**Congestion heat map**

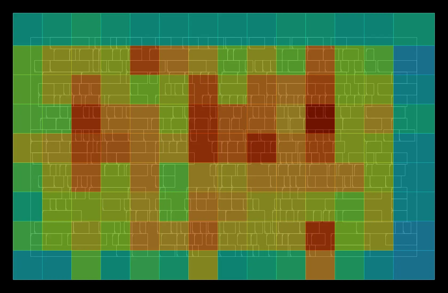
**Met3 routing**

Drawn at 4 px/um.
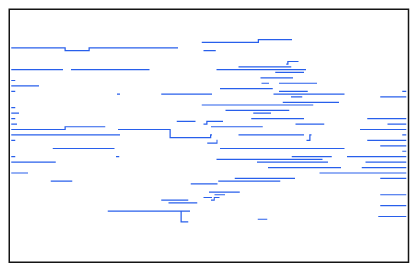
**Cells colored by class**

Drawn at 4 px/um. Fill, decap, tap and diode cells in gray.
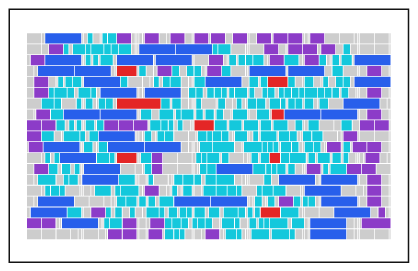
**Drive-strength map**

Drawn at 4 px/um.
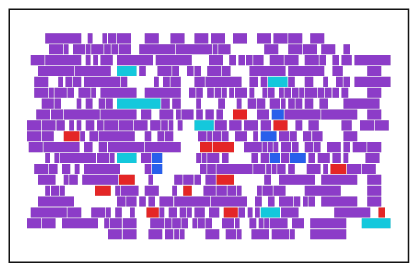
**Gate-type map**

Drawn at 4 px/um.
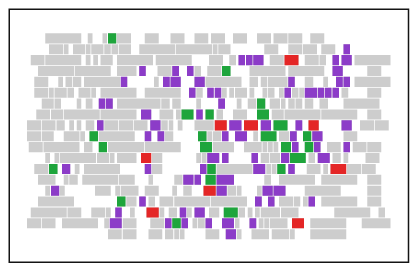
[src/rtl/dma_block_sequencer_if.sv]
// Handshake and status bundle between the DMA block sequencer and its controller.
// The sequencer connects through the slave modport; the driving side uses master.
interface dma_block_sequencer_if #(
  parameter int CNT_W = 16
);
  logic [1:0]       Transfer_Type;
  logic [CNT_W-1:0] Block_Count;
  logic             Start;
  logic             Block_Ack;
  logic             Block_Done;
  logic             Stop_Request;
  logic             Abort;
  logic             Busy;
  logic             Block_Req;
  logic [CNT_W-1:0] Blocks_Remaining;
  logic [CNT_W-1:0] Blocks_Transferred;
  logic             Transfer_Complete;
  logic             Aborted;

  modport slave (
    input  Transfer_Type, Block_Count, Start, Block_Ack, Block_Done, Stop_Request, Abort,
    output Busy, Block_Req, Blocks_Remaining, Blocks_Transferred, Transfer_Complete, Aborted
  );

  modport master (
    output Transfer_Type, Block_Count, Start, Block_Ack, Block_Done, Stop_Request, Abort,
    input  Busy, Block_Req, Blocks_Remaining, Blocks_Transferred, Transfer_Complete, Aborted
  );
endinterface

[src/rtl/dma_block_sequencer.sv]
// Block-by-block transfer sequencer: requests blocks from the data-line engine,
// counts completions and reports normal completion or abort.
module dma_block_sequencer #(
  parameter int CNT_W = 16
) (
  input logic                  CLK,
  input logic                  RESET_L,
  dma_block_sequencer_if.slave bus
);
  localparam logic [1:0] S_IDLE = 2'd0;
  localparam logic [1:0] S_REQ  = 2'd1;
  localparam logic [1:0] S_XFER = 2'd2;
  localparam logic [1:0] S_DONE = 2'd3;

  localparam logic [1:0] T_SINGLE = 2'b00;
  localparam logic [1:0] T_MULTI  = 2'b10;
  localparam logic [1:0] T_STOPM  = 2'b11;

  localparam logic [CNT_W-1:0] ONE = {{(CNT_W-1){1'b0}}, 1'b1};

  logic [1:0]       r_state;
  logic [1:0]       r_type;
  logic             r_stop;
  logic             r_busy;
  logic             r_req;
  logic             r_tc;
  logic             r_abt;
  logic [CNT_W-1:0] r_rem;
  logic [CNT_W-1:0] r_xfd;

  logic [CNT_W-1:0] w_rem_dec;
  logic             w_last;

  assign w_rem_dec = (r_rem == '0) ? '0 : (r_rem - ONE);

  always_comb begin
    w_last = 1'b0;
    if ((r_type == T_SINGLE) || (r_type == T_STOPM))
      w_last = 1'b1;
    else if ((r_type == T_MULTI) && (w_rem_dec == '0))
      w_last = 1'b1;
    else if (r_stop || bus.Stop_Request)
      w_last = 1'b1;
  end

  always_ff @(posedge CLK or negedge RESET_L) begin
    if (!RESET_L) begin
      r_state <= S_IDLE;
      r_type  <= 2'b00;
      r_stop  <= 1'b0;
      r_busy  <= 1'b0;
      r_req   <= 1'b0;
      r_tc    <= 1'b0;
      r_abt   <= 1'b0;
      r_rem   <= '0;
      r_xfd   <= '0;
    end else begin
      r_tc  <= 1'b0;
      r_abt <= 1'b0;
      if ((r_state != S_IDLE) && bus.Abort) begin
        r_state <= S_IDLE;
        r_abt   <= 1'b1;
        r_req   <= 1'b0;
        r_busy  <= 1'b0;
      end else begin
        if ((r_state != S_IDLE) && bus.Stop_Request)
          r_stop <= 1'b1;
        case (r_state)
          S_IDLE: begin
            if (bus.Start) begin
              r_type <= bus.Transfer_Type;
              r_rem  <= bus.Block_Count;
              r_xfd  <= '0;
              r_stop <= 1'b0;
              r_busy <= 1'b1;
              if ((bus.Transfer_Type == T_MULTI) && (bus.Block_Count == '0)) begin
                r_state <= S_DONE;
              end else begin
                r_state <= S_REQ;
                r_req   <= 1'b1;
              end
            end
          end
          S_REQ: begin
            if (bus.Block_Ack) begin
              r_state <= S_XFER;
              r_req   <= 1'b0;
            end
          end
          S_XFER: begin
            if (bus.Block_Done) begin
              r_xfd <= r_xfd + ONE;
              if (r_type[1])
                r_rem <= w_rem_dec;
              if (w_last) begin
                r_state <= S_DONE;
                r_busy  <= 1'b0;
                r_tc    <= 1'b1;
              end else begin
                r_state <= S_REQ;
                r_req   <= 1'b1;
              end
            end
          end
          S_DONE: begin
            // A zero-count transfer arrives here still busy and pulses on exit;
            // a normal completion already pulsed on entry.
            r_state <= S_IDLE;
            r_tc    <= r_busy;
            r_busy  <= 1'b0;
          end
        endcase
      end
    end
  end

  assign bus.Busy               = r_busy;
  assign bus.Block_Req          = r_req;
  assign bus.Transfer_Complete  = r_tc;
  assign bus.Aborted            = r_abt;
  assign bus.Blocks_Remaining   = r_rem;
  assign bus.Blocks_Transferred = r_xfd;
endmodule
[src/flat_wrapper.sv]
// flat-port wrapper written by rule: the top's interface ports become plain ports
module dma_block_sequencer_flat 
#(
  parameter int CNT_W = 16
)
  (CLK, RESET_L, bus_Transfer_Type, bus_Block_Count, bus_Start, bus_Block_Ack, bus_Block_Done, bus_Stop_Request, bus_Abort, bus_Busy, bus_Block_Req, bus_Blocks_Remaining, bus_Blocks_Transferred, bus_Transfer_Complete, bus_Aborted);
  dma_block_sequencer_if #(.CNT_W(CNT_W)) bus_i ();
  input logic CLK;
  input logic RESET_L;
  input wire logic [$bits(bus_i.Transfer_Type)-1:0] bus_Transfer_Type;
  input wire logic [$bits(bus_i.Block_Count)-1:0] bus_Block_Count;
  input wire logic [$bits(bus_i.Start)-1:0] bus_Start;
  input wire logic [$bits(bus_i.Block_Ack)-1:0] bus_Block_Ack;
  input wire logic [$bits(bus_i.Block_Done)-1:0] bus_Block_Done;
  input wire logic [$bits(bus_i.Stop_Request)-1:0] bus_Stop_Request;
  input wire logic [$bits(bus_i.Abort)-1:0] bus_Abort;
  output wire logic [$bits(bus_i.Busy)-1:0] bus_Busy;
  output wire logic [$bits(bus_i.Block_Req)-1:0] bus_Block_Req;
  output wire logic [$bits(bus_i.Blocks_Remaining)-1:0] bus_Blocks_Remaining;
  output wire logic [$bits(bus_i.Blocks_Transferred)-1:0] bus_Blocks_Transferred;
  output wire logic [$bits(bus_i.Transfer_Complete)-1:0] bus_Transfer_Complete;
  output wire logic [$bits(bus_i.Aborted)-1:0] bus_Aborted;
  assign bus_i.Transfer_Type = bus_Transfer_Type;
  assign bus_i.Block_Count = bus_Block_Count;
  assign bus_i.Start = bus_Start;
  assign bus_i.Block_Ack = bus_Block_Ack;
  assign bus_i.Block_Done = bus_Block_Done;
  assign bus_i.Stop_Request = bus_Stop_Request;
  assign bus_i.Abort = bus_Abort;
  assign bus_Busy = bus_i.Busy;
  assign bus_Block_Req = bus_i.Block_Req;
  assign bus_Blocks_Remaining = bus_i.Blocks_Remaining;
  assign bus_Blocks_Transferred = bus_i.Blocks_Transferred;
  assign bus_Transfer_Complete = bus_i.Transfer_Complete;
  assign bus_Aborted = bus_i.Aborted;
  dma_block_sequencer #(.CNT_W(CNT_W)) u_core (.CLK(CLK), .RESET_L(RESET_L), .bus(bus_i));
endmodule
[config.mk]
export PLATFORM = sky130hd
export DESIGN_NAME = dma_block_sequencer_flat
export DESIGN_NICKNAME = d
export VERILOG_FILES = /design/src/rtl/dma_block_sequencer_if.sv /design/src/rtl/dma_block_sequencer.sv /design/src/flat_wrapper.sv
export SDC_FILE = /design/constraint.sdc
export NUM_CORES = 1
export LEC_CHECK = 0
export CAP_MARGIN = 30
export CORE_ASPECT_RATIO = 0.6
export CORE_MARGIN = 4
export CORE_UTILIZATION = 52
export CTS_BUF_LIST = sky130_fd_sc_hd__clkbuf_8
export CTS_CLUSTER_DIAMETER = 120
export DETAILED_ROUTE_END_ITERATION = 16
export PLACE_DENSITY = 0.79
export SYNTH_ARGS = -nofsm -noshare
export SYNTH_HDL_FRONTEND = slang
export SYNTH_SLANG_ARGS = --single-unit
export TNS_END_PERCENT = 30
[constraint.sdc]
create_clock -name CLK -period 3.57 [get_ports CLK]
set_input_delay 0.357 -clock CLK [delete_from_list [all_inputs] [get_ports CLK]]
set_output_delay 0.357 -clock CLK [all_outputs]
set_load 0.02 [all_outputs]
==> flow_summary.json <==
{
  "status": "finished, final reports clean",
  "viasPerCell": 6.09,
  "bufAreaShareNonClock_pct": 18.7,
  "power_mw": 2.60,
  "gp_congestion": 0.999,
  "nClkBuffers": 5,
  "wl_met3_um": 790,
  "numPortBuffers": 60,
  "cts.clk_slew.worst_paths_ns": 0.09,
  "p_seq_mw": 0.870,
  "synth_area_um2": 2610,
  "switching_share_pct": 44.8,
  "final_max_slew_viol_count": 0,
  "clkLatencyLatePin_ns": 0.30,
  "crit_buf_inv": 1,
  "mi_logic_area_um2": 1470,
  "hold_violations": 0,
  "leakagePower_nw": 1.34,
  "max_freq_ghz": 0.365,
  "worstReg2RegEnd": "u_core.bus.Blocks_Transferred[15]",
  "crit_cells": 9,
  "placed_cells": 417,
  "vdd_drop_max_mv": 0.394,
  "core_um2": 4710,
  "dr_wl_met2_um": 2970,
  "finalSetupViolCount": 0,
  "finalNetCount": 394,
  "drt-initial-drc-count": 240,
  "cp_data_arrival_time_ns": 2.92,
  "hold_class": "primary input to async pin",
  "pwr.group.clock_mw": 0.382,
  "drc": 0,
  "timing.rr.start": "u_core.r_state[0]",
  "switchingPower_mw": 1.16,
  "ys_seq_share_pct": 39.3,
  "warning_count": 29,
  "p_comb_mw": 1.35,
  "fin_cells": 426,
  "tightest_slew_ns": 0.653,
  "reg2regPathDepth": 9,
  "ys_area_um2": 2610,
  "top_cell": "dfrtp_1",
  "cp_max_fo": 16,
  "yosys_cells": 303,
  "ant_nets": 0,
  "worstSetupPathType": "register to register",
  "r2r_slack_ns": 0.83,
  "die_y_um": 62.9,
  "cts_tree": "built",
  "grt_max_degree": 42,
  "critPathCaptureType": "register",
  "die.size.x_um": 99.4,
  "synth-seq-cells": 41,
  "period_needed_ns": 2.74,
  "drt-pass1-iter-count": 5,
  "yosysTopAreaCellShare_pct": 39.3,
  "clock-sinks": 41,
  "syn_nets": 335,
  "power_leader": "combinational logic",
  "synthFlopType": "dfrtp_1",
  "comb.multi_input.count": 236,
  "post_cts_buffers": 0,
  "required_ns": 3.76,
  "fin_setup_tns_ns": 0,
  "ctsHtreeMaxLevel": 2,
  "most-common-layout-cells": "clkdlybuf4s50_1 (59), dfrtp_1 (41), nor2_1 (30)",
  "grt_pass1_vias": 2483,
  "cts_buffers": 5,
  "period_used_pct": 76.6,
  "skew_ns": 0.00736,
  "crit_family": "simple AND/OR/NAND/NOR gates",
  "grtUsageTotal_pct": 24.3,
  "die_area_um2": 6250,
  "pwr_density_cell_nw_per_um2": 768,
  "comb-cell-share_pct": 43.6,
  "cts_buffer_depth": 2,
  "grt_pass1_wl_um": 12300,
  "synth_cell_types": 63,
  "dominant_cells": "logic gates",
  "fp_util_pct": 55.4,
  "tap_cells": 63,
  "grt_use_met1_pct": 36.9,
  "ys_top_cells_by_area": "dfrtp_1 (39%), o21ai_0 (4.6%), nor2_1 (4.3%)",
  "crit_slowest_cell": "dfrtp_1",
  "grt_overflow_total": 0,
  "endpoint": "u_core.bus.Blocks_Transferred[15]",
  "synth-edff-count": 0,
  "top_cells_by_count": "dfrtp_1 (41), nor2_1 (30), o21ai_0 (24), a21oi_1 (22), nand2_1 (22)",
  "slew_headroom_pct": 56.1,
  "final_common_cell": "clkdlybuf4s50_1",
  "hold_buffers": 0,
  "yosys_warnings": 0,
  "timing.max_cap.violations": 0,
  "cts_resized": 0,
  "slowest_delay_ns": 0.45,
  "clock_power_share_pct": 14.7,
  "inv_count": 15,
  "avgSynthCellArea_um2": 8.61,
  "cp-startpoint": "u_core.r_state[0]",
  "drt-met1-wl_um": 3410,
  "worstPathCellList": "inv_1 -> ha_1 -> nor4bb_1 -> a31o_2 -> nand4_1 -> nor3_1 -> nand3_1 -> xor2_1 -> nor2_1",
  "share_comb_of_total_power_pct": 51.8,
  "num-fill-cells": 373,
  "synth_top_cell_by_area": "dfrtp_1",
  "drive_gt1_share_pct": 7.16,
  "clock_cell_area_share_pct": 3.40,
  "root_buffer": "clkbuf_8",
  "p_int_mw": 1.43,
  "seqCellArea_um2": 1030,
  "async_flop_share_pct": 100,
  "wl_per_cell_um": 17.0,
  "hpwl_um": 5330,
  "rsz0062_at_grt": "false",
  "synthCells": 303,
  "start_kind": "register"
}
Back to the opening pictures, 'congestion heat map':
met2 Track Usage GR: 34.1%
fin util: 71.8%
met3 GRT Util: 5.69%
grt peak-use layer: met1

Back to the opening pictures, 'met3 routing':
The wires run mostly horizontal. 69 nets have wire on it. The longest straight run is 30.8 um. The layer holds 11% of the routed length. The layer carries 790 um of wire.
vias post-DR: 2,594
final WL: 7250 um

Back to the opening pictures, 'cells colored by class':
clock drivers and dummy loads: marked red, cells 8, share of their area 3.5%. other buffers and delay cells: marked purple, cells 63, share of their area 19%. all other logic: marked cyan, cells 251, share of their area 46%. flops: marked blue, cells 41, share of their area 31%.
row count: 19
Finished Cell Area: 3380 um^2
Seq/total area: 30.3%

Back to the opening pictures, 'drive-strength map':
drive 6 and up: marked cyan, cells 7, most used clkbuf_8. drive 1 or less: marked purple, cells 337, most used clkdlybuf4s50_1. drive 3 to 4: marked blue, cells 6, most used buf_4. drive 2: marked red, cells 13, most used mux2_2.
Non-clk bufs: 63
area delta synth->final: 29.7%
final worst slack: 0.834 ns

Back to the opening pictures, 'gate-type map':
AND-OR and OR-AND gates: marked red, cells 9. AND and OR gates: marked green, cells 23. inverting AOI/OAI gates: marked purple, cells 76.

flip-flops by register name (all words and copies together), names as in the netlist:
signal and count:
u_core.bus.Aborted 1, u_core.bus.Block_Req 1, u_core.bus.Blocks_Remaining 16, u_core.bus.Blocks_Transferred 16
u_core.bus.Busy 1, u_core.bus.Transfer_Complete 1, u_core.r_state 2, u_core.r_stop 1
u_core.r_type 2
logic make-up after synthesis:
group	share of synthesized area [%]
AOI/OAI and AO/OA	20.9
xor gates and xnor gates	4.03
adders and majority gates	3.36
buffers and inverters	4.13
DFF	39.3
muxes	2.06
and+or+nand+nor	26.2
metrics by stage:
step	hold WS [ns]	setup slack, ns
after global placement	0.490	0.930
after floorplan	0.0614	0.955
after CTS	0.209	0.863
after global routing	0.0236	0.589
final	0.00824	0.834
after detailed placement	0.495	0.874
